`config.mk`:
```
export PLATFORM = sky130hd
export DESIGN_NAME = instr_fetch_unit
export DESIGN_NICKNAME = d
export VERILOG_FILES = /design/src/rtl/instr_fetch_unit.sv
export SDC_FILE = /design/constraint.sdc
export NUM_CORES = 1
export LEC_CHECK = 0
export CAP_MARGIN = 20
export CORE_MARGIN = 2
export CORE_UTILIZATION = 58
export DETAILED_ROUTE_END_ITERATION = 10
export PLACE_DENSITY = 0.86
export SLEW_MARGIN = 10
export SYNTH_ARGS = -nofsm -noshare
export SYNTH_HDL_FRONTEND = slang
export SYNTH_SLANG_ARGS = --single-unit
```
`constraint.sdc`:
```
create_clock -name clk -period 16.17 [get_ports clk]
set_input_delay 1.617 -clock clk [delete_from_list [all_inputs] [get_ports clk]]
set_output_delay 1.617 -clock clk [all_outputs]
set_load 0.005 [all_outputs]
```
`src/rtl/instr_fetch_unit.sv`:
```
// instr_fetch_unit
//   Fetch-side initiator for a combinational instruction memory. Holds the PC,
//   drives the word address, buffers returned words in a small FIFO and hands
//   {pc, instr} to decode over a valid/ready handshake. Handles redirects,
//   flushing and misaligned-target faults.
//
// Ports
//   clk            rising-edge clock
//   rst            asynchronous active-high reset
//   imem_addr      byte address to instruction memory (equals internal pc)
//   imem_instr     instruction word returned combinationally for imem_addr
//   redirect_valid one-cycle pulse: restart fetch at redirect_pc
//   redirect_pc    redirect target byte address
//   out_valid      FIFO head holds a valid {pc, instr}
//   out_ready      decode accepts head this cycle when out_valid=1
//   out_pc         PC of head entry
//   out_instr      instruction of head entry
//   fetch_fault    sticky: last redirect target was misaligned
module instr_fetch_unit #(
  parameter logic [31:0] RESET_PC   = 32'h0000_0000,
  parameter int unsigned FIFO_DEPTH = 2
) (
  input  logic        clk,
  input  logic        rst,
  output logic [31:0] imem_addr,
  input  logic [31:0] imem_instr,
  input  logic        redirect_valid,
  input  logic [31:0] redirect_pc,
  output logic        out_valid,
  input  logic        out_ready,
  output logic [31:0] out_pc,
  output logic [31:0] out_instr,
  output logic        fetch_fault
);

  localparam int unsigned PW = $clog2(FIFO_DEPTH);
  localparam int unsigned CW = PW + 1;
  localparam logic [CW-1:0] DEPTH_C = CW'(FIFO_DEPTH);

  typedef enum logic [0:0] {
    ST_FETCH = 1'b0,
    ST_FAULT = 1'b1
  } state_e;

  state_e        state_q, state_d;
  logic [1:0]    rst_sync_q;
  logic          run;
  logic [31:0]   pc_q, pc_d;
  logic [PW-1:0] wr_ptr_q, wr_ptr_d;
  logic [PW-1:0] rd_ptr_q, rd_ptr_d;
  logic [CW-1:0] count_q, count_d;
  logic [31:0]   pc_mem_q    [FIFO_DEPTH];
  logic [31:0]   instr_mem_q [FIFO_DEPTH];
  logic [31:0]   last_pc_q, last_pc_d;
  logic [31:0]   last_instr_q, last_instr_d;
  logic          fault_q, fault_d;
  logic          pop, push, misaligned;

  // Reset asserts asynchronously but releases through two flops, so the
  // core only starts fetching two edges after rst falls.
  always_ff @(posedge clk or posedge rst) begin
    if (rst) rst_sync_q <= 2'b11;
    else     rst_sync_q <= {rst_sync_q[0], 1'b0};
  end

  assign run        = ~rst_sync_q[1];
  assign out_valid  = (count_q != '0);
  assign misaligned = (redirect_pc[1:0] != 2'b00);
  assign pop        = out_valid & out_ready;
  assign push       = run & (state_q == ST_FETCH) & ~redirect_valid &
                      ((count_q < DEPTH_C) | pop);

  always_comb begin
    state_d      = state_q;
    pc_d         = pc_q;
    wr_ptr_d     = wr_ptr_q;
    rd_ptr_d     = rd_ptr_q;
    count_d      = count_q;
    last_pc_d    = last_pc_q;
    last_instr_d = last_instr_q;
    fault_d      = fault_q;

    // A head popped in the same cycle as a redirect still counts as consumed.
    if (pop) begin
      last_pc_d    = pc_mem_q[rd_ptr_q];
      last_instr_d = instr_mem_q[rd_ptr_q];
    end

    if (run && redirect_valid) begin
      pc_d     = redirect_pc;
      wr_ptr_d = '0;
      rd_ptr_d = '0;
      count_d  = '0;
      fault_d  = misaligned;
      state_d  = misaligned ? ST_FAULT : ST_FETCH;
    end else begin
      if (push) begin
        pc_d     = pc_q + 32'd4;
        wr_ptr_d = wr_ptr_q + PW'(1);
      end
      if (pop) begin
        rd_ptr_d = rd_ptr_q + PW'(1);
      end
      case ({push, pop})
        2'b10:   count_d = count_q + CW'(1);
        2'b01:   count_d = count_q - CW'(1);
        default: count_d = count_q;
      endcase
    end
  end

  always_ff @(posedge clk or posedge rst) begin
    if (rst) begin
      state_q      <= ST_FETCH;
      pc_q         <= RESET_PC;
      wr_ptr_q     <= '0;
      rd_ptr_q     <= '0;
      count_q      <= '0;
      last_pc_q    <= '0;
      last_instr_q <= '0;
      fault_q      <= 1'b0;
      for (int unsigned i = 0; i < FIFO_DEPTH; i++) begin
        pc_mem_q[i]    <= '0;
        instr_mem_q[i] <= '0;
      end
    end else begin
      state_q      <= state_d;
      pc_q         <= pc_d;
      wr_ptr_q     <= wr_ptr_d;
      rd_ptr_q     <= rd_ptr_d;
      count_q      <= count_d;
      last_pc_q    <= last_pc_d;
      last_instr_q <= last_instr_d;
      fault_q      <= fault_d;
      if (push) begin
        pc_mem_q[wr_ptr_q]    <= pc_q;
        instr_mem_q[wr_ptr_q] <= imem_instr;
      end
    end
  end

  assign imem_addr   = pc_q;
  assign fetch_fault = fault_q;
  // With the FIFO empty the outputs show the most recently consumed entry.
  assign out_pc      = out_valid ? pc_mem_q[rd_ptr_q]    : last_pc_q;
  assign out_instr   = out_valid ? instr_mem_q[rd_ptr_q] : last_instr_q;

endmodule
```
### M1 wires

Supply wires on this layer in grey.
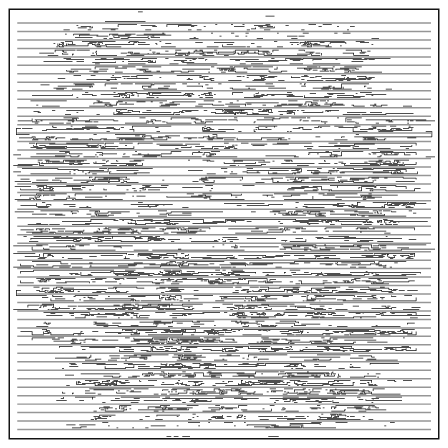
The wires run mostly horizontal. The layer carries 10200 µm of wire. The longest straight run is 41.9 µm. 1042 nets have wire on it.
met1 Resource Use GR: 0.356
DRT Wirelength: 24400 µm

### Metal 2

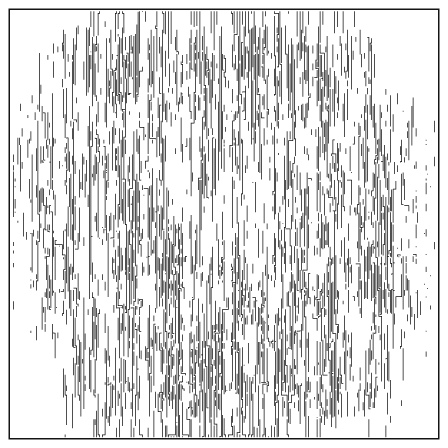
The wires run mostly vertical. 995 nets have wire on it.
routing usage on met2: 0.439
via count: 7718

### M3 wires

The bar under the picture is 50 µm long. Cells faint in the background.
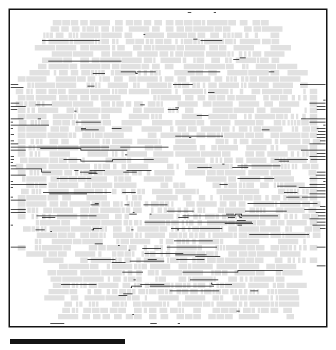
130 nets have wire on it. The layer carries 1440 µm of wire. The wires run mostly horizontal. The layer holds 5.9% of the routed length.
fraction of met3 tracks used by global routing: 0.0394

### Metal 4

Supply wires on this layer in grey. Cells faint in the background.
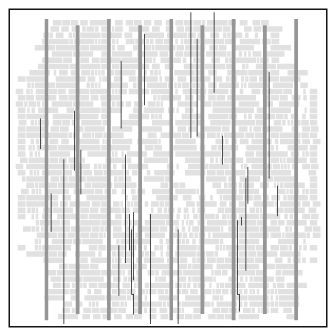
The wires run mostly vertical. The longest straight run is 71.4 µm.

### Clock routing

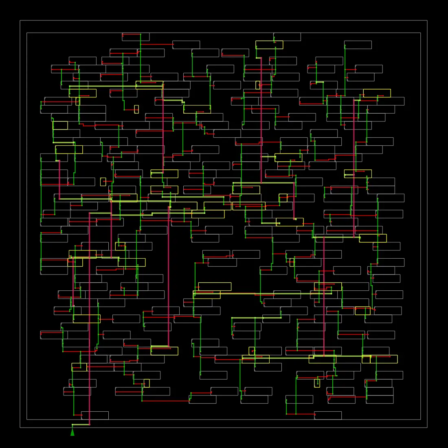
flip-flops: 231
clock tree skew after final layout: 0.0155 ns
# clk buffers: 33
number of clock sinks seen by CTS: 231
Clock net power: 0.000574 W

==> datasheet_impl.txt <==
Characteristics after synthesis and place and route

Parameter                              Value

Setup path
  Sequence of cells on the critical path    or2_4 > buf_4 > nor2_1 > a21oi_1 > clkdlybuf4s50_1
  WP buf/inv    2
  Worst setup path endpoint    out_pc[30]
  Crit-path max FO    70
  Reg-to-reg critical path startpoint    count_q[1]
  Depth of the worst register-to-register path    5
  Arrival time at the worst endpoint    3.18 ns
  Delay of the slowest cell on the worst path    0.70 ns
  Largest delay share family, worst path    buffers and inverters
  Type of the worst setup path    flop to output port
  Crit path capture type    output port

Detailed routing
  Met1 routed wirelength after detailed routing    10200 µm
  Uppermost layer routed    met4
  DRC violation total after the first TritonRoute iteration    519
  Total met2 wirelength after detailed routing    12000 µm
  Count of TritonRoute iterations in the first routing pass    5
  Sum of met3 wire segment lengths after detailed routing    1440 µm

Synth
  Number of cells produced by synthesis    941
  Synth mux share    0.200
  Synthesized-area fraction occupied by adder cells    0.00121
  Synthesized area per cell    11.0 µm²
  Post-synthesis instance area    10300 µm²
  Summed standard-cell area reported by yosys    10300 µm²
  Cell taking the most area after synthesis    dfrtp_1
  Most frequent cell after synthesis    dfrtp_1
  XOR/XNOR Area Share    0.0178
  Area share of the largest cell type after synthesis    0.555
  Synth unique cells    38
  Synth Seq Share    0.560

Finish
  Data buffer area share    0.133
  Sequential cell area    5790 µm²
  Combinational Gates    644
  Area added between synthesis and finish    25.5%
  Clock network area share    0.0640
  Largest cell class by area    sequential cells
  Flop share of the area    0.446
  Share of the final layout cell area in multi-input gates    0.333
  Core utilization of the finished layout    0.747
  Count of buffers not belonging to the clock network in the layout    172
  Multi-input combinational cell area    4330 µm²
  Final cell count without fillers    1319

Timing
  Final number of hold-violating endpoints    0
  Period utilization    0.297
  Worst relative slew slack    0.300
  Least setup slack across all paths after layout    11.37 ns
  Slew Limit Fails    0
  Fin crit period    4.80 ns
  Final-layout worst hold slack    0.362 ns

Placed design
  Half-perimeter wire length after detailed placement    15400 µm
  Gp weighted congestion    0.810
  Count of port buffers added during placement    165
  Cell Count Post-Placement    1275

Power and ir drop
  Sw power    0.000674 W
  Portion of total power attributed to combinational logic    0.317
  Cell area power density    173 nW/µm²
  Power attributed to combinational cells    0.000711 W
  Part of the power in registers    0.427
  Internal power    0.00157 W
  Final Power    0.00224 W
  Main power-consuming group    sequential cells
  Sequential group power    0.000956 W

Job
  Number of warning messages in the logs    26
  Maximum Capacitance Violations    0

Outcome
  Run status    finished clean

Clock tree
  Cts bufs inserted    24
  Post CTS Setup Buffer Count    0
  CTS tree    built
  Count of instances resized after the clock tree is built    0
  Hold_buf cts    0
  Maximum clock path buffer count    3
  H-tree levels    1

Floorplan
  Die Span X    137 µm
  Core ar.    17400 µm²
  Y dimension of the die    137 µm
  Core utilization before placement    0.595

Global routing
  First-pass GRT wire length    39100 µm
  Total routing usage reported by global routing    0.264
  Global route overflow    0

Worst hold path
  Class of the tightest hold or removal check    flop to flop
==> worst min path at each step <==
stage	startpoint	to	slack, ns	depth (start not counted)
floorplan	rst_sync_q[0]	rst_sync_q[1]	0.35	0
global placement	rst_sync_q[0]	rst_sync_q[1]	0.35	0
detailed placement	rst_sync_q[0]	rst_sync_q[1]	0.35	0
CTS	rst_sync_q[0]	rst_sync_q[1]	0.36	0
global route	rst_sync_q[0]	rst_sync_q[1]	0.37	0
finish	rst_sync_q[0]	rst_sync_q[1]	0.36	0
==> cell usage in the layout, fill, tap and decap left out, types with 7 or more instances in the layout <==
master,instances
nor3_1,8
nand3_1,16
clkbuf_16,25
nand2_1,107
a21oi_1,70
nor4_1,8
dfrtp_1,228
nor2_1,81
o21ai_0,86
clkdlybuf4s50_1,165
xnor2_1,17
mux2_2,126
mux2i_1,65
and3_1,7
No activity file was given, so power comes from the tool's default toggle rates.
